File: src/rtl/cpu_types_pkg.sv
// Shared CPU types for the pipeline control slice.
//   hazstate_t : hazard sequencer states
//   regbits_t  : register-file index
//   REG_ZERO   : hard-wired zero register (never a hazard source)
//   draincnt_t : halt drain countdown, wide enough for HALT_DRAIN up to 7
package cpu_types_pkg;

  typedef logic [4:0] regbits_t;

  localparam regbits_t REG_ZERO = 5'd0;

  typedef enum logic [1:0] {
    RUN,
    DWAIT,
    DRAIN,
    HALTED
  } hazstate_t;

  localparam int unsigned DRAIN_W = 3;

  typedef logic [DRAIN_W-1:0] draincnt_t;

endpackage

File: src/rtl/hazard_detect.sv
// Combinational hazard decode for the hazard sequencer.
// Ports:
//   idrsel1, idrsel2 : ID-stage source registers
//   exMemToReg       : EX-stage instruction is a load
//   exWEN            : EX-stage instruction writes a register
//   exwsel           : EX-stage destination register
//   ex_redirect      : EX resolved a control transfer
//   lu_stall         : load-use hazard between EX load and ID consumer
//   redirect_flush   : younger instructions must be squashed
module hazard_detect
  import cpu_types_pkg::*;
(
  input  logic [4:0] idrsel1,
  input  logic [4:0] idrsel2,
  input  logic       exMemToReg,
  input  logic       exWEN,
  input  logic [4:0] exwsel,
  input  logic       ex_redirect,
  output logic       lu_stall,
  output logic       redirect_flush
);

  regbits_t rs_q1, rs_q2, rd_ex;
  logic     src_match;

  assign rs_q1 = regbits_t'(idrsel1);
  assign rs_q2 = regbits_t'(idrsel2);
  assign rd_ex = regbits_t'(exwsel);

  assign src_match = (rd_ex == rs_q1) || (rd_ex == rs_q2);

  always_comb begin
    lu_stall       = exMemToReg && exWEN && (rd_ex != REG_ZERO) && src_match;
    redirect_flush = ex_redirect;
  end

endmodule

File: src/rtl/hazard_controller.sv
// Central stall/flush sequencer for the 5-stage pipeline.
// Drives latch write enables, synchronous latch flushes and the PC enable,
// resolving data-memory waits, halt drain, redirects, load-use hazards and
// instruction fetch waits (in that priority order).
// Ports:
//   CLK, RST                          : clock, asynchronous active-high reset
//   ihit, dhit                        : instruction / data access complete
//   idrsel1, idrsel2                  : ID-stage source registers
//   exMemToReg, exWEN, exwsel         : EX-stage load / write / destination
//   ex_redirect                       : EX taken branch, jump, JR or JAL
//   memcuDRE, memcuDWE, memcuHALT     : MEM-stage read / write / halt
//   pc_en                             : PC update enable
//   ifW, idW, exW, memW               : pipeline latch write enables
//   ifRST, idRST, exRST, memRST       : pipeline latch synchronous flushes
//   halt                              : processor halted (sticky until RST)
//   stall_cnt, flush_cnt              : saturating performance counters,
//                                       present only with HAZARD_PERF_CNT_EN
module hazard_controller
  import cpu_types_pkg::*;
#(
  parameter int unsigned HALT_DRAIN  = 2,
  parameter int unsigned STALL_CNT_W = 32
) (
  input  logic       CLK,
  input  logic       RST,
  input  logic       ihit,
  input  logic       dhit,
  input  logic [4:0] idrsel1,
  input  logic [4:0] idrsel2,
  input  logic       exMemToReg,
  input  logic       exWEN,
  input  logic [4:0] exwsel,
  input  logic       ex_redirect,
  input  logic       memcuDRE,
  input  logic       memcuDWE,
  input  logic       memcuHALT,
  output logic       pc_en,
  output logic       ifW,
  output logic       idW,
  output logic       exW,
  output logic       memW,
  output logic       ifRST,
  output logic       idRST,
  output logic       exRST,
  output logic       memRST,
  output logic       halt
`ifdef HAZARD_PERF_CNT_EN
  ,
  output logic [STALL_CNT_W-1:0] stall_cnt,
  output logic [STALL_CNT_W-1:0] flush_cnt
`endif
);

  if ((HALT_DRAIN < 1) || (HALT_DRAIN > 7) || (STALL_CNT_W < 1)) begin : g_bad_param
    $error("hazard_controller: HALT_DRAIN must be 1..7 and STALL_CNT_W >= 1");
  end

  localparam draincnt_t DRAIN_LOAD = draincnt_t'(HALT_DRAIN - 1);

  hazstate_t state_q, state_d;
  draincnt_t cnt_q, cnt_d;

  logic mem_req;
  logic dstall;
  logic halt_det;
  logic lu_stall;
  logic redirect_flush;

  hazard_detect u_detect (
    .idrsel1        (idrsel1),
    .idrsel2        (idrsel2),
    .exMemToReg     (exMemToReg),
    .exWEN          (exWEN),
    .exwsel         (exwsel),
    .ex_redirect    (ex_redirect),
    .lu_stall       (lu_stall),
    .redirect_flush (redirect_flush)
  );

  assign mem_req = memcuDRE | memcuDWE;

  // A stalled cycle freezes everything, so redirect/load-use requests are
  // simply re-presented by the frozen pipe on the dhit cycle.
  assign dstall = ((state_q == RUN) && mem_req && !dhit) ||
                  ((state_q == DWAIT) && !dhit);

  assign halt_det = ((state_q == RUN) || (state_q == DWAIT)) && !dstall && memcuHALT;

  always_ff @(posedge CLK or posedge RST) begin
    if (RST) begin
      state_q <= RUN;
      cnt_q   <= '0;
    end else begin
      state_q <= state_d;
      cnt_q   <= cnt_d;
    end
  end

  // halt rises HALT_DRAIN cycles after detection: the detection cycle counts
  // as the first, so DRAIN lasts HALT_DRAIN-1 cycles and is skipped for 1.
  always_comb begin
    state_d = state_q;
    cnt_d   = cnt_q;
    unique case (state_q)
      RUN, DWAIT: begin
        if (dstall) begin
          state_d = DWAIT;
        end else if (memcuHALT) begin
          state_d = (HALT_DRAIN == 1) ? HALTED : DRAIN;
          cnt_d   = DRAIN_LOAD;
        end else begin
          state_d = RUN;
        end
      end
      DRAIN: begin
        cnt_d = cnt_q - 1'b1;
        if (cnt_q <= draincnt_t'(1)) begin
          state_d = HALTED;
        end
      end
      HALTED: state_d = HALTED;
      default: state_d = RUN;
    endcase
  end

  always_comb begin
    pc_en  = 1'b1;
    ifW    = 1'b1;
    idW    = 1'b1;
    exW    = 1'b1;
    memW   = 1'b1;
    ifRST  = 1'b0;
    idRST  = 1'b0;
    exRST  = 1'b0;
    memRST = 1'b0;
    halt   = 1'b0;
    if (RST) begin
      pc_en  = 1'b0;
      ifW    = 1'b0;
      idW    = 1'b0;
      exW    = 1'b0;
      memW   = 1'b0;
      ifRST  = 1'b1;
      idRST  = 1'b1;
      exRST  = 1'b1;
      memRST = 1'b1;
    end else if (state_q == HALTED) begin
      pc_en = 1'b0;
      ifW   = 1'b0;
      idW   = 1'b0;
      exW   = 1'b0;
      memW  = 1'b0;
      halt  = 1'b1;
    end else if (dstall) begin
      pc_en = 1'b0;
      ifW   = 1'b0;
      idW   = 1'b0;
      exW   = 1'b0;
      memW  = 1'b0;
    end else if (halt_det || (state_q == DRAIN)) begin
      pc_en = 1'b0;
      ifRST = 1'b1;
      idRST = 1'b1;
      exRST = 1'b1;
    end else if (redirect_flush) begin
      ifRST = 1'b1;
      idRST = 1'b1;
    end else if (lu_stall) begin
      pc_en = 1'b0;
      ifW   = 1'b0;
      idRST = 1'b1;
    end else if (!ihit) begin
      pc_en = 1'b0;
      ifRST = 1'b1;
    end
  end

`ifdef HAZARD_PERF_CNT_EN
  logic [STALL_CNT_W-1:0] stall_cnt_q;
  logic [STALL_CNT_W-1:0] flush_cnt_q;

  always_ff @(posedge CLK or posedge RST) begin
    if (RST) begin
      stall_cnt_q <= '0;
      flush_cnt_q <= '0;
    end else if (!halt) begin
      if (!pc_en && (stall_cnt_q != '1)) begin
        stall_cnt_q <= stall_cnt_q + 1'b1;
      end
      if (ex_redirect && !dstall && (flush_cnt_q != '1)) begin
        flush_cnt_q <= flush_cnt_q + 1'b1;
      end
    end
  end

  assign stall_cnt = stall_cnt_q;
  assign flush_cnt = flush_cnt_q;
`endif

endmodule

File: config.mk
export PLATFORM = sky130hd
export DESIGN_NAME = hazard_controller
export DESIGN_NICKNAME = d
export VERILOG_FILES = /design/src/rtl/cpu_types_pkg.sv /design/src/rtl/hazard_detect.sv /design/src/rtl/hazard_controller.sv
export SDC_FILE = /design/constraint.sdc
export NUM_CORES = 1
export LEC_CHECK = 0
export ABC_AREA = 1
export ABC_CLOCK_PERIOD_IN_PS = 1850
export CAP_MARGIN = 10
export CORE_MARGIN = 2
export CORE_UTILIZATION = 37
export CTS_CLUSTER_SIZE = 12
export DETAILED_ROUTE_END_ITERATION = 8
export PLACE_DENSITY = 0.77
export SLEW_MARGIN = 20
export SYNTH_ARGS = -nofsm -noshare
export SYNTH_HDL_FRONTEND = slang
export SYNTH_SLANG_ARGS = --single-unit
File: constraint.sdc
create_clock -name CLK -period 1.85 [get_ports CLK]
set_clock_uncertainty 0.2 [all_clocks]
set_input_delay 0.37 -clock CLK [delete_from_list [all_inputs] [get_ports CLK]]
set_output_delay 0.37 -clock CLK [all_outputs]
set_load 0.02 [all_outputs]
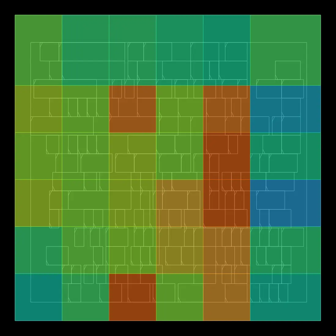
Figure 1: run 1, track usage over the die.
met1 usage: 0.198
busiest grt layer: met2
met3 Use GR: 0.0320
Final Util: 0.682

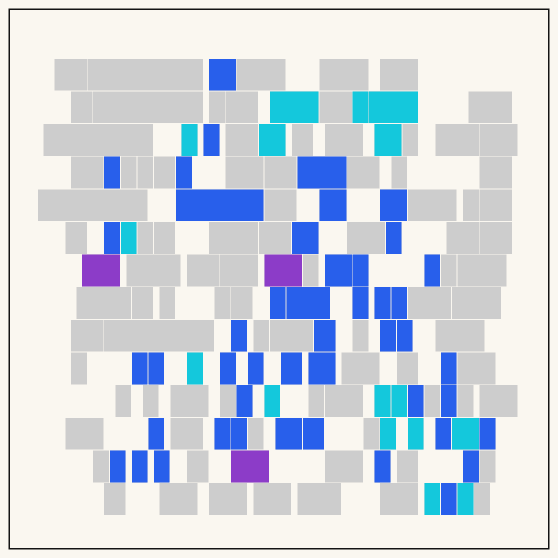
Figure 2: run 1, gate-type map.
Drawn at 12 px/um.
cyan -> nor cells  # cells 16
purple -> xor and xnor cells  # cells 3
blue -> nand cells  # cells 46
Post-Layout Cell Count: 169
dominant logic cell type in the layout: nand2_1
multi-input gate share of the layout cell area: 0.386

==> impl_metrics.json, run 1 <==
{
  "synth_area_sq_um": 617,
  "dr_wl_met3_um": 80,
  "synthAoiAreaFrac": 0.0710,
  "critPathMaxFanout": 3,
  "yosys_cells": 107,
  "dp_hpwl_um": 1300,
  "fin_ws_ns": -0.186,
  "outcome": "finished, violations left",
  "syn_area_per_cell_sq_um": 5.76,
  "warning_count": 29,
  "setup.worst_path.start": "state_q[0]$_DFFE_PP0P_",
  "drt-met1-wl_um": 668,
  "ys_warn_count": 0,
  "rsz0062_at_grt": "true",
  "max_cap_viol_count": 0,
  "required_ns": 1.28,
  "die_h_um": 44.8,
  "cts_sinks": 5,
  "critPathMaxStageDelay_ns": 0.41,
  "place_inst": 162,
  "setup_viol": 10,
  "cts_tree": "yes",
  "violations": "negative setup slack",
  "cts.repair.resized": 72,
  "root_buffer": "clkbuf_4",
  "clkPwrFrac": 0.133,
  "ys_ff": 5,
  "grt_max_degree": 6
}
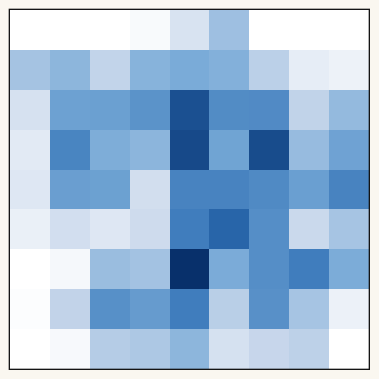
Figure 3: run 1, wire density map.
Drawn at 8 px/um. The die is cut into 9 by 9 equal tiles; white is low, dark blue is high, scaled to the fullest tile. Values are wire area over tile area, all layers added.
fullest tile = 0.34
mean over tiles = 0.13
tiles over half the peak = 35%
nearly empty tiles = 12%
DR WL/cell: 9.66 um
Routed WL: 1630 um

==> run 1: worst paths after layout <==
kind / end / slack [ns] / cells past startpoint
max: ifRST / -0.19 / 10
min: cnt_q[1]$_DFFE_PP0P_ / 0.28 / 2
max reg2reg: cnt_q[2]$_DFFE_PP0P_ / 0.26 / 9
min reg2reg: cnt_q[1]$_DFFE_PP0P_ / 0.28 / 2
max in group asynchronous: state_q[1]$_DFFE_PP0P_ / 0.86 / 3
min in group asynchronous: cnt_q[0]$_DFFE_PP0P_ / 0.47 / 3
==> run 1: cell families (layout without fill, tap and decap cells) <==
logic type / count (synthesis) / in the layout
simple gates: 62 / 62
fa+ha+maj: 2 / 2
compound gates: 8 / 8
flops: 5 / 5
xor+xnor: 3 / 3
buf+inv: 27 / 73
==> run 1: Yosys cell counts <==
| cell type | count |
|---|---|
| a21oi_1 | 4 |
| a21oi_2 | 1 |
| buf_4 | 3 |
| dfrtp_1 | 5 |
| ha_1 | 2 |
| inv_1 | 21 |
| inv_2 | 3 |
| nand2_1 | 36 |
| nand2_2 | 3 |
| nand2_4 | 1 |
| nand3_1 | 3 |
| nand3_2 | 1 |
| nand3b_4 | 1 |
| nand4_1 | 1 |
| nor2_1 | 13 |
| nor2_2 | 3 |
| o21ai_0 | 3 |
| xnor2_1 | 3 |
==> run 1: cell type report <==
type | instances | area (sq um)
fill | 153 | 490
inverter | 24 | 90.1
multi-input combinational | 75 | 405
clock buffer | 4 | 26.3
tap | 16 | 20.0
sequential | 5 | 126
timing repair buffer | 45 | 383
==> run 1: flip-flops by register name (all words and copies together), names as in the netlist <==
register / count
cnt_q: 3
state_q: 2
==> run 1: per-layer routing <==
layer / vias up / track usage
li1: 405 / -
met1: 310 / 0.198
met2: 14 / 0.365
met3: 0 / 0.0320
met4: 0 / 0.0706
met5: - / 0
==> run 2: changes to the inputs <==
SLEW_MARGIN = default   (was 20)
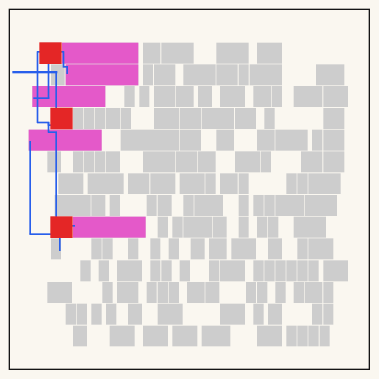
Figure 4: run 2, clock wires, drivers and flops.
Drawn at 8 px/um.
magenta -> flip-flops  # count 5
blue -> clock wires  # length 65.6 um
red -> clock-net drivers  # count 3
routed clock nets = 4
clock share of power: 0.133
clk_lat worst skew: 0.24 ns
clk pwr: 120 uW

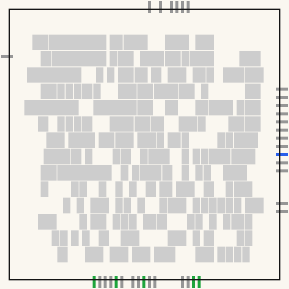
Figure 5: run 2, pin placement.
Drawn at 6 px/um. Pins as bars across the die edge, other pins in gray.
green -> `exwsel`  # pins 5, direction input, edge south
blue -> `ihit`  # pins 1, direction input, edge east
all pins by edge = 15 south, 13 east, 6 north, 1 west
die width: 44.8 um
chip height: 44.8 um
I/O Buffers: 34

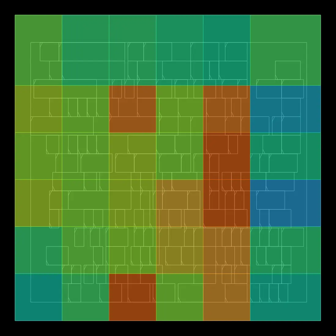
Figure 6: run 2, track usage over the die.
GR Layer Usage met2: 0.365
Total GRT Usage: 0.188

==> run 2 against run 1 <==
  * The flow still finishes with violations (negative setup slack)
  * Critical path type unchanged
  * Area after synthesis is the same
  * Via count did not move
  * Highest routed layer unchanged
  * Wire length did not move
  * Critical path depth is the same
  * Sequential power is essentially flat
  * Maximum frequency is the same
  * Largest cell class unchanged
  * Cell area stayed put
==> impl_metrics.json, run 2 <==
{
  "outcome": "finished, violations left",
  "required_ns": 1.28,
  "async_flop_share": 1.00,
  "synth_area_sq_um": 617,
  "max_cap_viol_count": 0,
  "final-clk-cell-share": 0.0250,
  "cts.repair.resized": 72,
  "setup.worst_path.start": "state_q[0]$_DFFE_PP0P_",
  "synthMostInstantiatedCell": "nand2_1",
  "register_area_sq_um": 126,
  "dr_wl_met3_um": 80,
  "dp_hpwl_um": 1300,
  "flops": 5,
  "top_usage_layer": "met2",
  "synthFlopType": "dfrtp_1",
  "warning_count": 29,
  "inverters": 24,
  "clkbuf_count": 4,
  "nFillCells": 153,
  "root_buffer": "clkbuf_4",
  "wl_per_cell_um": 9.66,
  "nets": 181,
  "violations": "negative setup slack",
  "edf_count": 0,
  "reg2regPathDepth": 9,
  "cts-hold-fix-buffers": 0,
  "top_regs": "cnt_q (3), state_q (2)",
  "cts_sinks": 5,
  "grt.met1_usage": 0.198,
  "critPathMaxFanout": 3,
  "wl_um": 1630,
  "place_inst": 162,
  "clock_path_buffers": 2,
  "grtUsageMet3": 0.0320,
  "logic_area_sq_um": 405,
  "setup_viol": 10,
  "fin_ws_ns": -0.186,
  "well_tap_count": 16,
  "synthTopCellsByCount": "nand2_1 (36), inv_1 (21), nor2_1 (13)",
  "endpoint": "ifRST",
  "seq_share": 0.120,
  "rsz0062_at_grt": "true",
  "layout.cells.non_filler": 169,
  "logic_gate_count": 75,
  "final_util": 0.682,
  "r2r_end": "cnt_q[2]$_DFFE_PP0P_",
  "dominant_cells": "logic gates",
  "grt_max_degree": 6,
  "drt-met1-wl_um": 668
}
==> run 2: cell counts after synthesis <==
No cell type changed its count.
==> run 2: worst min-delay path by stage <==
stage,slack [ns],end,startpoint,cells after the start
after floorplan,-0.03,cnt_q[0]$_DFFE_PP0P_,RST,1
after global placement,0.27,cnt_q[1]$_DFFE_PP0P_,cnt_q[1]$_DFFE_PP0P_,2
after detailed placement,0.27,cnt_q[1]$_DFFE_PP0P_,cnt_q[1]$_DFFE_PP0P_,2
after CTS,0.29,cnt_q[1]$_DFFE_PP0P_,cnt_q[1]$_DFFE_PP0P_,2
after global routing,0.33,cnt_q[1]$_DFFE_PP0P_,cnt_q[1]$_DFFE_PP0P_,2
final,0.28,cnt_q[1]$_DFFE_PP0P_,cnt_q[1]$_DFFE_PP0P_,2
==> run 2: worst max-delay path, cell delays in order, from the launching register on <==
cell and delay (ns):
dfrtp_1 0.41, nor2_2 0.13, nand2_2 0.08, nand2_4 0.08
nand3b_4 0.08, nand2_2 0.06, inv_2 0.05, a21oi_2 0.11
nand2_1 0.05, nand2_1 0.07, buf_6 0.12
==> run 2: logic make-up (layout without fill, tap and decap cells) <==
group / count (synthesis) / count (layout) / synth area share
AND-OR/OR-AND: 8 / 8 / 0.0710
AND/OR/NAND/NOR: 62 / 62 / 0.460
adder cells (fa/ha/maj): 2 / 2 / 0.0406
buffers and inverters: 27 / 73 / 0.183
flip-flops: 5 / 5 / 0.203
XOR/XNOR: 3 / 3 / 0.0426
==> run 2: report_power, final <==
group | internal, mW | leakage (nW) | switching [mW]
sequential | 0.151 | 0.0558 | 0.0330
clock | 0.0812 | 0.0150 | 0.0392
combinational | 0.295 | 0.544 | 0.304
Power and IR drop assume default switching activity.
